File: config.mk
export PLATFORM = sky130hd
export DESIGN_NAME = sd_fetch_cntl_flat
export DESIGN_NICKNAME = d
export VERILOG_FILES = /design/src/rtl/sd_fetch_cntl_if.sv /design/src/rtl/sd_fetch_cntl.sv /design/src/flat_wrapper.sv
export SDC_FILE = /design/constraint.sdc
export NUM_CORES = 1
export LEC_CHECK = 0
export ABC_AREA = 1
export CELL_PAD_IN_SITES_DETAIL_PLACEMENT = 1
export CELL_PAD_IN_SITES_GLOBAL_PLACEMENT = 1
export CORE_MARGIN = 2
export CORE_UTILIZATION = 38
export DETAILED_ROUTE_END_ITERATION = 8
export PLACE_DENSITY = 0.86
export SLEW_MARGIN = 20
export SYNTH_ARGS = -nofsm -noshare
export SYNTH_HDL_FRONTEND = slang
export SYNTH_SLANG_ARGS = --single-unit
File: constraint.sdc
create_clock -name clk -period 5.8 [get_ports clk]
set_input_delay 1.16 -clock clk [delete_from_list [all_inputs] [get_ports clk]]
set_output_delay 1.16 -clock clk [all_outputs]
set_load 0.005 [all_outputs]
File: src/rtl/sd_fetch_cntl_if.sv
// Bundles the requester handshake, the sd_memory read port and the tagged entry
// outputs of the storage-descriptor fetch controller.
interface sd_fetch_cntl_if #(
  parameter int NUM_REQ = 2,
  parameter int ADDR_W  = 10
);
  localparam int TAG_W = (NUM_REQ > 1) ? $clog2(NUM_REQ) : 1;

  logic [NUM_REQ-1:0]        xx__sdf__req_valid;
  logic [NUM_REQ*ADDR_W-1:0] xx__sdf__req_ptr;
  logic [NUM_REQ-1:0]        sdf__xx__req_ready;
  logic                      sdf__sdm__read;
  logic [ADDR_W-1:0]         sdf__sdm__addr;
  logic                      sdm__sdf__valid;
  logic [1:0]                sdm__sdf__dcntl;
  logic                      sdf__xx__valid;
  logic [TAG_W-1:0]          sdf__xx__tag;
  logic                      sdf__xx__last;
  logic                      sdf__xx__err;

  // Fetch controller side
  modport slave (
    input  xx__sdf__req_valid, xx__sdf__req_ptr, sdm__sdf__valid, sdm__sdf__dcntl,
    output sdf__xx__req_ready, sdf__sdm__read, sdf__sdm__addr,
           sdf__xx__valid, sdf__xx__tag, sdf__xx__last, sdf__xx__err
  );

  // Requesters / memory / decoder side
  modport master (
    output xx__sdf__req_valid, xx__sdf__req_ptr, sdm__sdf__valid, sdm__sdf__dcntl,
    input  sdf__xx__req_ready, sdf__sdm__read, sdf__sdm__addr,
           sdf__xx__valid, sdf__xx__tag, sdf__xx__last, sdf__xx__err
  );
endinterface

File: src/rtl/sd_fetch_cntl.sv
// Storage-descriptor fetch controller: round-robin grants one descriptor at a
// time, streams speculative reads from its start pointer, qualifies returned
// entries and squashes reads issued past the end of the descriptor.
//
//   state | meaning
//   IDLE  | waiting for a request; grants and latches ptr/tag
//   ISSUE | one read per cycle from ptr upward until the end is seen or MAX_LEN reads
//   DRAIN | no reads; waits for last entry and all in-flight responses
module sd_fetch_cntl #(
  parameter int NUM_REQ = 2,
  parameter int ADDR_W  = 10,
  parameter int MAX_LEN = 16,
  parameter int RD_LAT  = 2
) (
  input logic            clk,
  input logic            reset_poweron,
  sd_fetch_cntl_if.slave bus
);

  localparam int TAG_W = (NUM_REQ > 1) ? $clog2(NUM_REQ) : 1;
  localparam int CNT_W = $clog2(MAX_LEN + 1);
  localparam int IDX_W = $clog2(MAX_LEN);
  localparam int IFL_W = $clog2(RD_LAT + 2);

  localparam logic [1:0] IDLE  = 2'd0;
  localparam logic [1:0] ISSUE = 2'd1;
  localparam logic [1:0] DRAIN = 2'd2;

  localparam logic [1:0] DC_EOM = 2'b10;

  logic [1:0]        state_q, state_d;
  logic [TAG_W-1:0]  rr_q, rr_d;
  logic [TAG_W-1:0]  tag_q, tag_d;
  logic [ADDR_W-1:0] ptr_q, ptr_d;
  logic [CNT_W-1:0]  cnt_q, cnt_d;
  logic [IDX_W-1:0]  idx_q, idx_d;
  logic [IFL_W-1:0]  ifl_q, ifl_d;
  logic [RD_LAT-1:0] live_q, live_d;
  logic              done_q, done_d;

  logic [ADDR_W-1:0] req_ptr_a [NUM_REQ];
  logic [TAG_W:0]    rr_sum;
  logic              gnt_any;
  logic [TAG_W-1:0]  gnt_idx;
  logic              grant;
  logic              live_now;
  logic              last_e;
  logic              err_e;
  logic              last_now;
  logic              err_now;
  logic              issue;

  // Unpack the flat per-requester pointer bus
  always_comb begin
    for (int i = 0; i < NUM_REQ; i++) begin
      req_ptr_a[i] = bus.xx__sdf__req_ptr[i*ADDR_W +: ADDR_W];
    end
  end

  // Round-robin search: first valid requester at or after rr_q
  always_comb begin
    gnt_any = 1'b0;
    gnt_idx = rr_q;
    rr_sum  = '0;
    for (int k = 0; k < NUM_REQ; k++) begin
      rr_sum = {1'b0, rr_q} + (TAG_W+1)'(k);
      if (rr_sum >= (TAG_W+1)'(NUM_REQ)) begin
        rr_sum = rr_sum - (TAG_W+1)'(NUM_REQ);
      end
      if (!gnt_any && bus.xx__sdf__req_valid[rr_sum[TAG_W-1:0]]) begin
        gnt_any = 1'b1;
        gnt_idx = rr_sum[TAG_W-1:0];
      end
    end
  end

  // Grants are held off while reset is asserted so every output reads 0
  assign grant = reset_poweron && (state_q == IDLE) && gnt_any;

  // Qualify and classify the entry returning this cycle
  always_comb begin
    live_now = bus.sdm__sdf__valid & live_q[RD_LAT-1];
    err_e    = 1'b0;
    last_e   = 1'b0;
    if (idx_q == '0) begin
      err_e  = ~bus.sdm__sdf__dcntl[0];
      last_e = bus.sdm__sdf__dcntl[1] | err_e;
    end else begin
      err_e = bus.sdm__sdf__dcntl[0];
      if (idx_q == IDX_W'(MAX_LEN-1) && bus.sdm__sdf__dcntl != DC_EOM) begin
        err_e = 1'b1;
      end
      last_e = err_e | (bus.sdm__sdf__dcntl == DC_EOM);
    end
    last_now = live_now & last_e;
    err_now  = live_now & err_e;
  end

  // The read that would coincide with the terminating entry is never issued
  assign issue = (state_q == ISSUE) && !last_now;

  // Next-state, counters and live-bit tracking
  always_comb begin
    state_d = state_q;
    rr_d    = rr_q;
    tag_d   = tag_q;
    ptr_d   = ptr_q;
    cnt_d   = cnt_q;
    idx_d   = idx_q;
    done_d  = done_q;

    live_d[0] = issue;
    for (int i = 1; i < RD_LAT; i++) begin
      live_d[i] = live_q[i-1];
    end
    if (last_now) begin
      live_d = '0;
    end

    // Every response retires one in-flight read, squashed or not
    ifl_d = ifl_q + IFL_W'(issue)
                  - IFL_W'(bus.sdm__sdf__valid && (ifl_q != '0));

    if (live_now) idx_d = idx_q + 1'b1;
    if (last_now) done_d = 1'b1;
    if (issue)    cnt_d = cnt_q + 1'b1;

    case (state_q)
      IDLE: begin
        if (grant) begin
          state_d = ISSUE;
          tag_d   = gnt_idx;
          ptr_d   = req_ptr_a[gnt_idx];
          rr_d    = (gnt_idx == TAG_W'(NUM_REQ-1)) ? '0 : gnt_idx + 1'b1;
          cnt_d   = '0;
          idx_d   = '0;
          done_d  = 1'b0;
        end
      end
      ISSUE: begin
        if (last_now) begin
          state_d = (ifl_d == '0) ? IDLE : DRAIN;
        end else if (cnt_q == CNT_W'(MAX_LEN-1)) begin
          state_d = DRAIN;
        end
      end
      DRAIN: begin
        if ((done_q || last_now) && ifl_d == '0) begin
          state_d = IDLE;
        end
      end
      default: state_d = IDLE;
    endcase
  end

  // State and datapath registers
  always_ff @(posedge clk or negedge reset_poweron) begin
    if (!reset_poweron) begin
      state_q <= IDLE;
      rr_q    <= '0;
      tag_q   <= '0;
      ptr_q   <= '0;
      cnt_q   <= '0;
      idx_q   <= '0;
      ifl_q   <= '0;
      live_q  <= '0;
      done_q  <= 1'b0;
    end else begin
      state_q <= state_d;
      rr_q    <= rr_d;
      tag_q   <= tag_d;
      ptr_q   <= ptr_d;
      cnt_q   <= cnt_d;
      idx_q   <= idx_d;
      ifl_q   <= ifl_d;
      live_q  <= live_d;
      done_q  <= done_d;
    end
  end

  assign bus.sdf__xx__req_ready = grant ? (NUM_REQ'(1) << gnt_idx) : '0;
  assign bus.sdf__sdm__read     = issue;
  assign bus.sdf__sdm__addr     = issue ? (ptr_q + ADDR_W'(cnt_q)) : '0;
  assign bus.sdf__xx__valid     = live_now;
  assign bus.sdf__xx__tag       = live_now ? tag_q : '0;
  assign bus.sdf__xx__last      = last_now;
  assign bus.sdf__xx__err       = err_now;

endmodule

File: src/flat_wrapper.sv
// flat-port wrapper written by rule: the top's interface ports become plain ports
module sd_fetch_cntl_flat 
#(
  parameter int NUM_REQ = 2,
  parameter int ADDR_W  = 10,
  parameter int MAX_LEN = 16,
  parameter int RD_LAT  = 2
)
  (clk, reset_poweron, bus_xx__sdf__req_valid, bus_xx__sdf__req_ptr, bus_sdm__sdf__valid, bus_sdm__sdf__dcntl, bus_sdf__xx__req_ready, bus_sdf__sdm__read, bus_sdf__sdm__addr, bus_sdf__xx__valid, bus_sdf__xx__tag, bus_sdf__xx__last, bus_sdf__xx__err);
  sd_fetch_cntl_if #(.NUM_REQ(NUM_REQ), .ADDR_W(ADDR_W)) bus_i ();
  input logic clk;
  input logic reset_poweron;
  input wire logic [$bits(bus_i.xx__sdf__req_valid)-1:0] bus_xx__sdf__req_valid;
  input wire logic [$bits(bus_i.xx__sdf__req_ptr)-1:0] bus_xx__sdf__req_ptr;
  input wire logic [$bits(bus_i.sdm__sdf__valid)-1:0] bus_sdm__sdf__valid;
  input wire logic [$bits(bus_i.sdm__sdf__dcntl)-1:0] bus_sdm__sdf__dcntl;
  output wire logic [$bits(bus_i.sdf__xx__req_ready)-1:0] bus_sdf__xx__req_ready;
  output wire logic [$bits(bus_i.sdf__sdm__read)-1:0] bus_sdf__sdm__read;
  output wire logic [$bits(bus_i.sdf__sdm__addr)-1:0] bus_sdf__sdm__addr;
  output wire logic [$bits(bus_i.sdf__xx__valid)-1:0] bus_sdf__xx__valid;
  output wire logic [$bits(bus_i.sdf__xx__tag)-1:0] bus_sdf__xx__tag;
  output wire logic [$bits(bus_i.sdf__xx__last)-1:0] bus_sdf__xx__last;
  output wire logic [$bits(bus_i.sdf__xx__err)-1:0] bus_sdf__xx__err;
  assign bus_i.xx__sdf__req_valid = bus_xx__sdf__req_valid;
  assign bus_i.xx__sdf__req_ptr = bus_xx__sdf__req_ptr;
  assign bus_i.sdm__sdf__valid = bus_sdm__sdf__valid;
  assign bus_i.sdm__sdf__dcntl = bus_sdm__sdf__dcntl;
  assign bus_sdf__xx__req_ready = bus_i.sdf__xx__req_ready;
  assign bus_sdf__sdm__read = bus_i.sdf__sdm__read;
  assign bus_sdf__sdm__addr = bus_i.sdf__sdm__addr;
  assign bus_sdf__xx__valid = bus_i.sdf__xx__valid;
  assign bus_sdf__xx__tag = bus_i.sdf__xx__tag;
  assign bus_sdf__xx__last = bus_i.sdf__xx__last;
  assign bus_sdf__xx__err = bus_i.sdf__xx__err;
  sd_fetch_cntl #(.NUM_REQ(NUM_REQ), .ADDR_W(ADDR_W), .MAX_LEN(MAX_LEN), .RD_LAT(RD_LAT)) u_core (.clk(clk), .reset_poweron(reset_poweron), .bus(bus_i));
endmodule
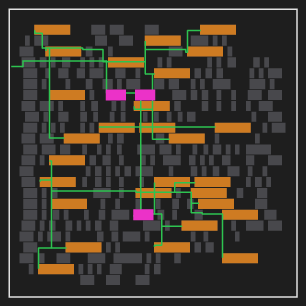
*Clock distribution, run 1*
(4 px per um)
[green] clock wires | length: 349 um
[orange] flip-flops | count: 28
[magenta] clock-net drivers | count: 3
routed clock nets: 4
clock insertion delay at the later pin of the skew report: 0.28 ns
Layout Skew: 0.00474 ns
Power Clock: 0.106 mW
Clk network pwr share: 10.5%

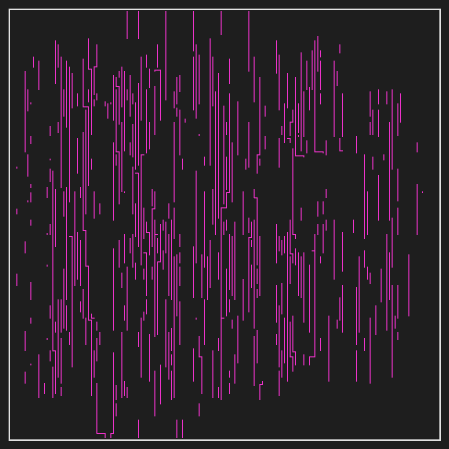
*Met2 routing, run 1*
(6 px per um)
main direction: vertical
wire length on this layer: 2,260 um
share of all routed wire: 51%
drt total wl: 4430 um
vias after detailed routing: 1,630
met2 Usage GRT: 34.7%

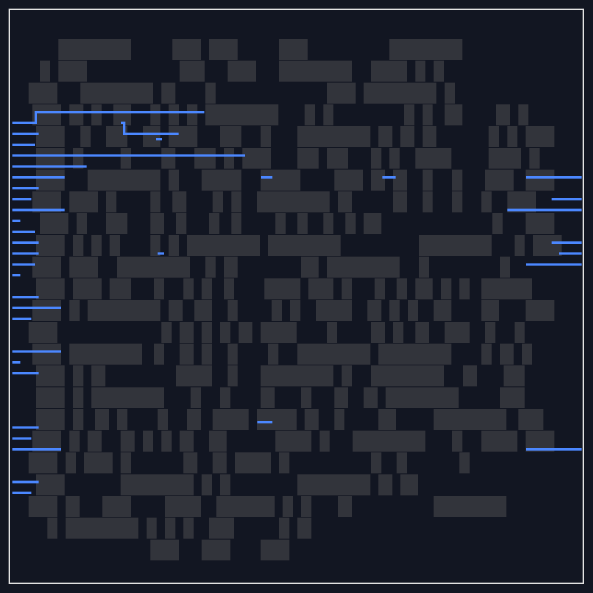
*The metal 3 layer, run 1*
(8 px per um) Cells faint in the background.
main direction: horizontal
wire length on this layer: 186 um
longest straight run: 28.8 um
share of all routed wire: 4.2%
nets with wire on the layer: 37
GR Layer Usage met3: 1.97%

==> deck_impl_summary.md, run 1 <==
Run Summary

Synth
  – Synth area leader: dfrtp_1
  – Top cells by area: dfrtp_1 (40%), nand2_1 (12%), ha_1 (7.2%)
  – Mapped Area: roughly 1700 sq um
  – Top cell area share: about two fifths
  – Post-synth regs: 28

Placement
  – Hpwl dp: about 3500 um
  – RD Place Congestion: 0.782

CTS
  – CTS Buf Count: 3
  – Post-CTS Hold Buffers: 0

Power
  – Reg power frac: between 30% and 40%
  – Overall power: 1.01 mW

Worst setup path
  – Biggest fanout along the worst timing path: 15
  – Crit path DAT: approximately 3.3 ns
  – CP startpoint: bus_sdm__sdf__valid
  – CP Cell Sequence: clkdlybuf4s50_1, nand2_2, inv_2, nand2_1, inv_2, nand2_4, nand3_4, inv_2, nand2_1, a31oi_1, clkdlybuf4s50_1

Global routing
  – Met1 GRT Util: 24.9%
  – Vias in the first global route: ~1,700

Floorplanning
  – Chip height: between 70 and 80 um

Outcome
  – Status: finished clean

Layout
  – Ant. Diodes: 0

STA
  – Max Clock Freq: 224 MHz
  – Worst setup margin: 1.34 ns
-- run 1: per-layer routing --
layer | part of all wire, % | vias up
li1 | - | 803
met1 | 44 | 781
met2 | 51 | 42
met3 | 4.2 | 4
met4 | 0.99 | 0
met5 | 0 | -
-- run 1: final cells by class --
| cell class | count | area, sq um | area share (%) |
|---|---|---|---|
| multi-input combinational | 160 | 876 | 39.0 |
| sequential | 28 | 701 | 31.2 |
| timing repair buffer | 45 | 445 | 19.9 |
| inverter | 30 | 115 | 5.13 |
| tap | 52 | 65.1 | 2.90 |
| clock buffer | 3 | 41.3 | 1.84 |
-- run 1: per-stage QoR --
step | hold slack (ns) | cell area, sq um | util [%]
floorplan | 0.448 | 1740 | -
global placement | 0.462 | 2200 | 50.2
detailed placement | 0.468 | 2200 | 50.2
CTS | 0.484 | 2240 | 51.2
global route | 0.501 | 2240 | 51.2
finish | 0.479 | 2240 | 51.2
-- run 1: flip-flops by register name, indices dropped and copies added, names as in the netlist --
signal and count:
u_core.cnt_q 5, u_core.idx_q 4, u_core.done_q 1, u_core.ifl_q 2, u_core.live_q 2, u_core.rr_q 1, u_core.state_q 2, u_core.tag_q 1
u_core.ptr_q 10
-- run 1: cell usage after synthesis, types with 3 or more instances --
| cell type | n |
|---|---|
| o21ai_1 | 6 |
| nor2_1 | 27 |
| o211ai_1 | 4 |
| inv_1 | 24 |
| inv_2 | 4 |
| a21oi_1 | 9 |
| xor2_1 | 3 |
| ha_1 | 10 |
| nand3_1 | 14 |
| a31oi_1 | 4 |
| dfrtp_1 | 28 |
| nor2_2 | 3 |
| nor3_1 | 3 |
| nand2_1 | 55 |
| o21ai_0 | 7 |
| buf_6 | 3 |
-- run 1: power groups by stage --
stage | Clock (mW) | Sequential, mW | Combinational (mW)
finish | 0.106 | 0.358 | 0.550
global route | 0.117 | 0.372 | 0.635
CTS | 0.110 | 0.360 | 0.560
detailed placement | 0 | 0.363 | 0.555
global placement | 0 | 0.356 | 0.532
floorplan | 0 | 0.341 | 0.387
-- run 1: path summary, 6_finish.rpt --
check	slack, ns	cells after the start	endpoint
setup / recovery	1.34	11	bus_sdf__sdm__addr[5]
hold / removal	0.48	2	u_core.live_q[1]$_DFF_PN0_
setup reg to reg	3.54	15	u_core.state_q[1]$_DFFE_PN0P_
hold reg to reg	0.48	2	u_core.live_q[1]$_DFF_PN0_
max in group asynchronous	4.20	2	u_core.ptr_q[1]$_DFFE_PN0P_
min in group asynchronous	1.33	2	u_core.idx_q[1]$_DFF_PN0_
-- run 1: worst register-to-register path, cell delays in order (launching register included) --
cell and delay, ns:
dfrtp_1 0.41, ha_1 0.22, nand2_1 0.07, inv_1 0.05
nand2_1 0.07, nand3_2 0.08, nand2_4 0.09, nand3_4 0.19
xnor2_1 0.22, ha_1 0.18, xor2_1 0.20, inv_1 0.06
nand3_1 0.10, nand3_1 0.09, nand2_1 0.07, a21oi_1 0.06
-- run 1: logic make-up after synthesis --
kind of cell / after synthesis / share of synthesized area, %
and+or+nand+nor: 110 / 28.0
DFF: 28 / 40.4
xor gates and xnor gates: 5 / 2.52
buffers and inverters: 35 / 9.16
AOI/OAI and AO/OA: 34 / 11.6
adders and majority gates: 11 / 8.36
## Run 2: what changed since run 1
Settings changed: CORE_UTILIZATION 38 to 35, PLACE_DENSITY 0.86 to 0.8.
Clock period 5.8 ns to 4.4 ns, I/O delays scaled along.
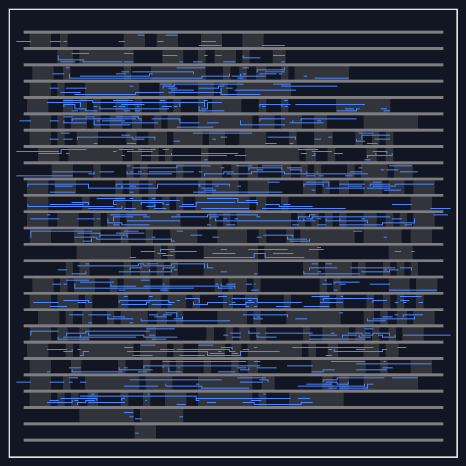
*Signal wires on met1, run 2*
(6 px per um) Supply wires on this layer in grey. Cells faint in the background.
share of all routed wire: 45%
main direction: horizontal
nets with wire on the layer: 264
wire length on this layer: 1,920 um
drt total wl: 4280 um
met1 GRT Util: 21.8%
vias after detailed routing: 1,597

==> run 2 against run 1 <==
  * Setup slack got worse by 0.73 ns
  * Area after synthesis did not move
  * Sequential share of layout area decreased by 0.55 points
  * Global-route usage fell by 1.7 points
  * Clock skew grew 0.0032 ns
  * Flip-flop count did not move
  * Critical path depth did not move
  * Worst hold slack improved by 0.0026 ns
==> deck_impl_summary.md, run 2 <==
Run Summary

Outcome
  – Status: finished clean

Placement
  – Hpwl dp: 3400 um (-2.2%)
  – RD Place Congestion: 0.830 (+6.1%)
  – Placed Area: 2230 sq um (+1.2%)

Synth
  – Synth top cell by count: nand2_1
  – Mapped Area: 1740 sq um (unchanged)
  – Most instantiated cells after synthesis: nand2_1 (55), dfrtp_1 (28), nor2_1 (27), inv_1 (24), nand3_1 (14)
  – Asr flop ratio synth: 100%
  – Top FF cell, synth: dfrtp_1
  – Cell count after synthesis: about 220
  – Synth area leader: dfrtp_1
  – Post-synth regs: 28 (unchanged)
  – Top cells by area: dfrtp_1 (40%), nand2_1 (12%), ha_1 (7.2%)
  – Top cell area share: 40.4% (unchanged)

Layout
  – Largest regs: u_core.ptr_q x10, u_core.cnt_q x5, u_core.idx_q x4
  – Design Area, Final: 2280 sq um (+1.8%)
  – Reg with most FFs: u_core.ptr_q
  – Ant. Diodes: 0 (unchanged)
  – Final-layout fill cell count: a little over 600

Global routing
  – Vias in the first global route: 1,700 (-2.3%)

STA
  – Layout Skew: 0.00794 ns (+0.00320 ns)
  – Period minus WS final: approximately 3.8 ns
  – RSZ-0062 raised after global routing: no
  – Max Clock Freq: 264 MHz
  – Worst Tran Pin Value: about 0.37 ns
  – Worst setup margin: 0.609 ns (-0.731 ns)

Floorplanning
  – FP Util: 36.5%
  – Die X: 74.4 um
  – Chip height: 74.4 um (+4.0%)

Worst setup path
  – Biggest fanout along the worst timing path: 15 (unchanged)
  – Worst R2R Setup Slack: 2.22 ns (-1.32 ns)
  – Path depth of the worst reg2reg path: 15 (unchanged)
  – Crit path DAT: 2.91 ns (-0.39 ns)
  – R2r endpoint: u_core.state_q[1]$_DFFE_PN0P_

CTS
  – CTS Sinks: 28
  – Setup repair bufs after CTS: 0
  – Post-CTS Hold Buffers: 0 (unchanged)
  – Clock insertion delay at the later pin of the skew report: 0.28 ns (about the same)
  – CTS Buf Count: 3 (unchanged)

Min path
  – Path type of the worst min-delay path: flop to flop
  – Hold Path Depth: 2 (unchanged)
  – Hold endpoint: u_core.live_q[1]$_DFF_PN0_

Power
  – Power density cells: 591 nW/um^2
  – Leak: approximately 1.1 nW
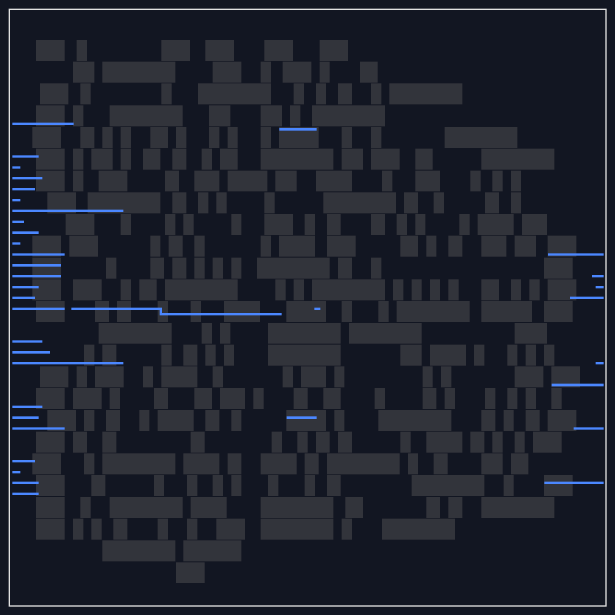
*The metal 3 layer, run 2*
(8 px per um) Cells faint in the background.
GR Layer Usage met3: 2.98%

==> run 2: layout make-up <==
type                            count  area (sq um)  share of cell area (%)
Multi-Input combinational cell    160           876                    38.4
Sequential cell                    28           701                    30.7
Timing Repair Buffer               46           453                    19.8
Inverter                           30           115                    5.04
Tap cell                           67          83.8                    3.67
Clock buffer                        4          55.1                    2.41
==> run 2: cells by family after synthesis <==
logic type	count (synthesis)	share of synthesized area, %
xor+xnor	5	2.52
simple gates	110	28.0
fa+ha+maj	11	8.36
flops	28	40.4
compound gates	34	11.6
buf+inv	35	9.16
==> run 2: per-stage QoR <==
stage               power, mW  cells  util (%)  hold slack (ns)
detailed placement       1.20    331      46.9            0.466
global route             1.49    335      48.0            0.525
finish                   1.35    335      48.0            0.481
floorplan               0.959    223         -            0.448
global placement         1.18    331      46.9            0.466
CTS                      1.37    335      48.0            0.482
==> run 2: worst max-delay path: cells and delay by family <==
family | cells | cell delay, ns
AOI/OAI and AO/OA | 1 | 0.18
buffers and inverters | 5 | 1.32
and+or+nand+nor | 5 | 0.52
==> run 2: worst max path at each step <==
stage,startpoint,endpoint,slack [ns]
2_1_floorplan,bus_sdm__sdf__valid,bus_sdf__sdm__addr[5],1.84
3_3_place_gp,bus_sdm__sdf__valid,bus_sdf__sdm__addr[5],0.66
3_5_place_dp,bus_sdm__sdf__valid,bus_sdf__sdm__addr[5],0.60
4_1_cts,bus_sdm__sdf__valid,bus_sdf__sdm__addr[5],0.58
5_1_grt,bus_sdm__sdf__valid,bus_sdf__sdm__addr[5],0.45
6_report,bus_sdm__sdf__valid,bus_sdf__sdm__addr[5],0.61
==> run 2: metal layers <==
metal  share of wire (%)  wire length [um]  global-route usage (%)  vias up
met5                   0                 0                       0        -
met4                 1.4                59                    4.76        0
met3                 4.0               173                    2.98        5
met2                  50              2130                    31.5       37
met1                  45              1920                    21.8      748
li1                    -                 -                       -      807
==> run 2: power breakdown <==
part | internal (mW) | switching [mW] | total (mW)
Combinational | 0.324 | 0.392 | 0.716
Clock | 0.0803 | 0.0839 | 0.164
Sequential | 0.374 | 0.0949 | 0.468
Total | 0.778 | 0.571 | 1.35
## Run 3: what changed since run 2
Settings changed: GPL_ROUTABILITY_DRIVEN set to 0.
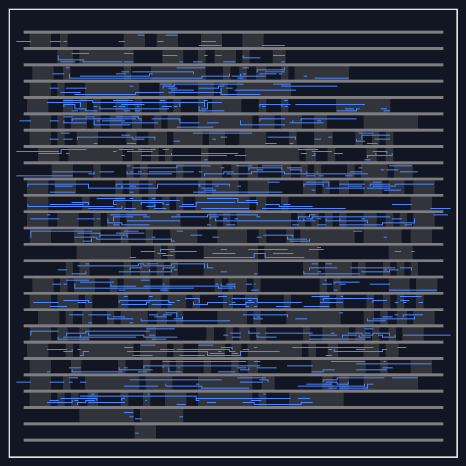
*Signal wires on met1, run 3*
(6 px per um) Supply wires on this layer in grey. Cells faint in the background.
longest straight run: 22.1 um
nets with wire on the layer: 264
main direction: horizontal
wire length on this layer: 1,920 um
share of all routed wire: 45%

==> run 3 against run 2 <==
  * Die area is the same
  * First-iteration DRC count is the same
  * Design area is the same
  * Clock power is essentially flat
  * Setup slack is the same
  * Non-clock buffer count is the same
  * Sequential power is essentially flat
  * Fmax is the same
  * Global-route usage is the same
  * Total power is the same
  * Area after synthesis is the same
  * Critical path depth is the same
==> deck_impl_summary.md, run 3 <==
Run Summary

Synth
  – Synth top cell by count: nand2_1
  – Cell count after synthesis: 223 (unchanged)
  – Synth area leader: dfrtp_1
  – Asr flop ratio synth: 100% (unchanged)
  – Most instantiated cells after synthesis: nand2_1 (55), dfrtp_1 (28), nor2_1 (27), inv_1 (24), nand3_1 (14)
  – Mapped Area: 1740 sq um (unchanged)
  – Top FF cell, synth: dfrtp_1
  – Post-synth regs: 28 (unchanged)
  – Top cells by area: dfrtp_1 (40%), nand2_1 (12%), ha_1 (7.2%)

Worst setup path
  – Top delay family on crit path: buffers and inverters
  – CP bufs+invs: 5 (unchanged)
  – Crit path DAT: 2.91 ns (about the same)

Layout
  – Reg with most FFs: u_core.ptr_q
  – Ant. Diodes: 0 (unchanged)
  – Design Area, Final: 2280 sq um (unchanged)
  – Final-layout fill cell count: 614 (unchanged)
  – Largest regs: u_core.ptr_q x10, u_core.cnt_q x5, u_core.idx_q x4

Placement
  – Placed Area: 2230 sq um (unchanged)
  – Hpwl dp: 3400 um (unchanged)

Floorplanning
  – Chip height: 74.4 um (unchanged)
  – IO Count: between 40 and 50
  – Die X: 74.4 um (unchanged)

Outcome
  – Status: finished clean

STA
  – Worst hold slack: 0.481 ns (unchanged)
  – Max Clock Freq: 264 MHz (unchanged)
  – Period minus WS final: 3.79 ns (unchanged)
  – RSZ-0062 raised after global routing: no
  – Layout Skew: 0.00794 ns (unchanged)
  – Worst Tran Pin Value: 0.373 ns (unchanged)

Global routing
  – Vias in the first global route: 1,700 (unchanged)

Detailed routing
  – Vias after detailed routing: 1,597 (unchanged)

CTS
  – CTS Buf Count: 3 (unchanged)
  – Setup repair bufs after CTS: 0 (unchanged)
  – CTS Sinks: 28 (unchanged)
  – Post-CTS Hold Buffers: 0 (unchanged)

Power
  – Leak: 1.09 nW (unchanged)
  – Power density cells: 591 nW/um^2 (unchanged)

Flow run
  – Max-cap violations: 0
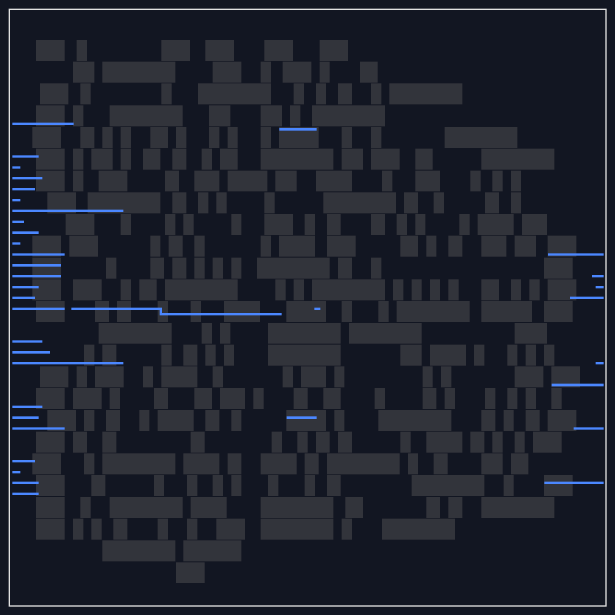
*The metal 3 layer, run 3*
(8 px per um) Cells faint in the background.
wire length on this layer: 173 um
main direction: horizontal
nets with wire on the layer: 35

## run 3: final cells by class
| type | instances | area (sq um) | area share (%) |
|---|---|---|---|
| clock buffer | 4 | 55.1 | 2.41 |
| sequential | 28 | 701 | 30.7 |
| tap | 67 | 83.8 | 3.67 |
| multi-input combinational | 160 | 876 | 38.4 |
| timing repair buffer | 46 | 453 | 19.8 |
| inverter | 30 | 115 | 5.04 |
## run 3: worst register-to-register path: stages (launching register included)
cell	delay, ns
dfrtp_1	0.40
ha_1	0.21
nand2_1	0.07
inv_1	0.04
nand2_1	0.07
nand3_2	0.08
nand2_4	0.09
nand3_4	0.17
xnor2_1	0.20
ha_1	0.18
xor2_1	0.19
inv_1	0.06
nand3_1	0.10
nand3_1	0.09
nand2_1	0.06
a21oi_1	0.06
## run 3: routing by layer
layer	global-route usage, %	part of all wire [%]
met5	0	0
met3	2.98	4.0
met2	31.5	50
met1	21.8	45
met4	4.76	1.4
## run 3: metrics by stage
step,setup WS [ns],power (mW),instances
6_report,0.609,1.35,335
3_3_place_gp,0.658,1.18,331
4_1_cts,0.576,1.37,335
3_5_place_dp,0.600,1.20,331
2_1_floorplan,1.84,0.959,223
5_1_grt,0.454,1.49,335
## run 3: power by group
| group | switching (mW) | internal, mW | total [mW] | leakage, nW |
|---|---|---|---|---|
| sequential | 0.0949 | 0.374 | 0.468 | 0.352 |
| clock | 0.0839 | 0.0803 | 0.164 | 0.0288 |
| combinational | 0.392 | 0.324 | 0.716 | 0.705 |
## run 3: final timing paths
path,from,end,slack [ns],cells after the start
worst max-delay path,bus_sdm__sdf__valid,bus_sdf__sdm__addr[5],0.61,11
worst min-delay path,u_core.live_q[0]$_DFF_PN0_,u_core.live_q[1]$_DFF_PN0_,0.48,2
worst max register to register,u_core.idx_q[0]$_DFF_PN0_,u_core.state_q[1]$_DFFE_PN0P_,2.22,15
worst min register to register,u_core.live_q[0]$_DFF_PN0_,u_core.live_q[1]$_DFF_PN0_,0.48,2
max in group asynchronous,reset_poweron,u_core.ifl_q[0]$_DFF_PN0_,3.02,2
min in group asynchronous,reset_poweron,u_core.idx_q[2]$_DFF_PN0_,1.10,2
## run 3: cells by family after synthesis
group	share of synthesized area, %
buf+inv	9.16
simple gates	28.0
xor+xnor	2.52
fa+ha+maj	8.36
flops	40.4
compound gates	11.6
Power and IR drop assume default switching activity.
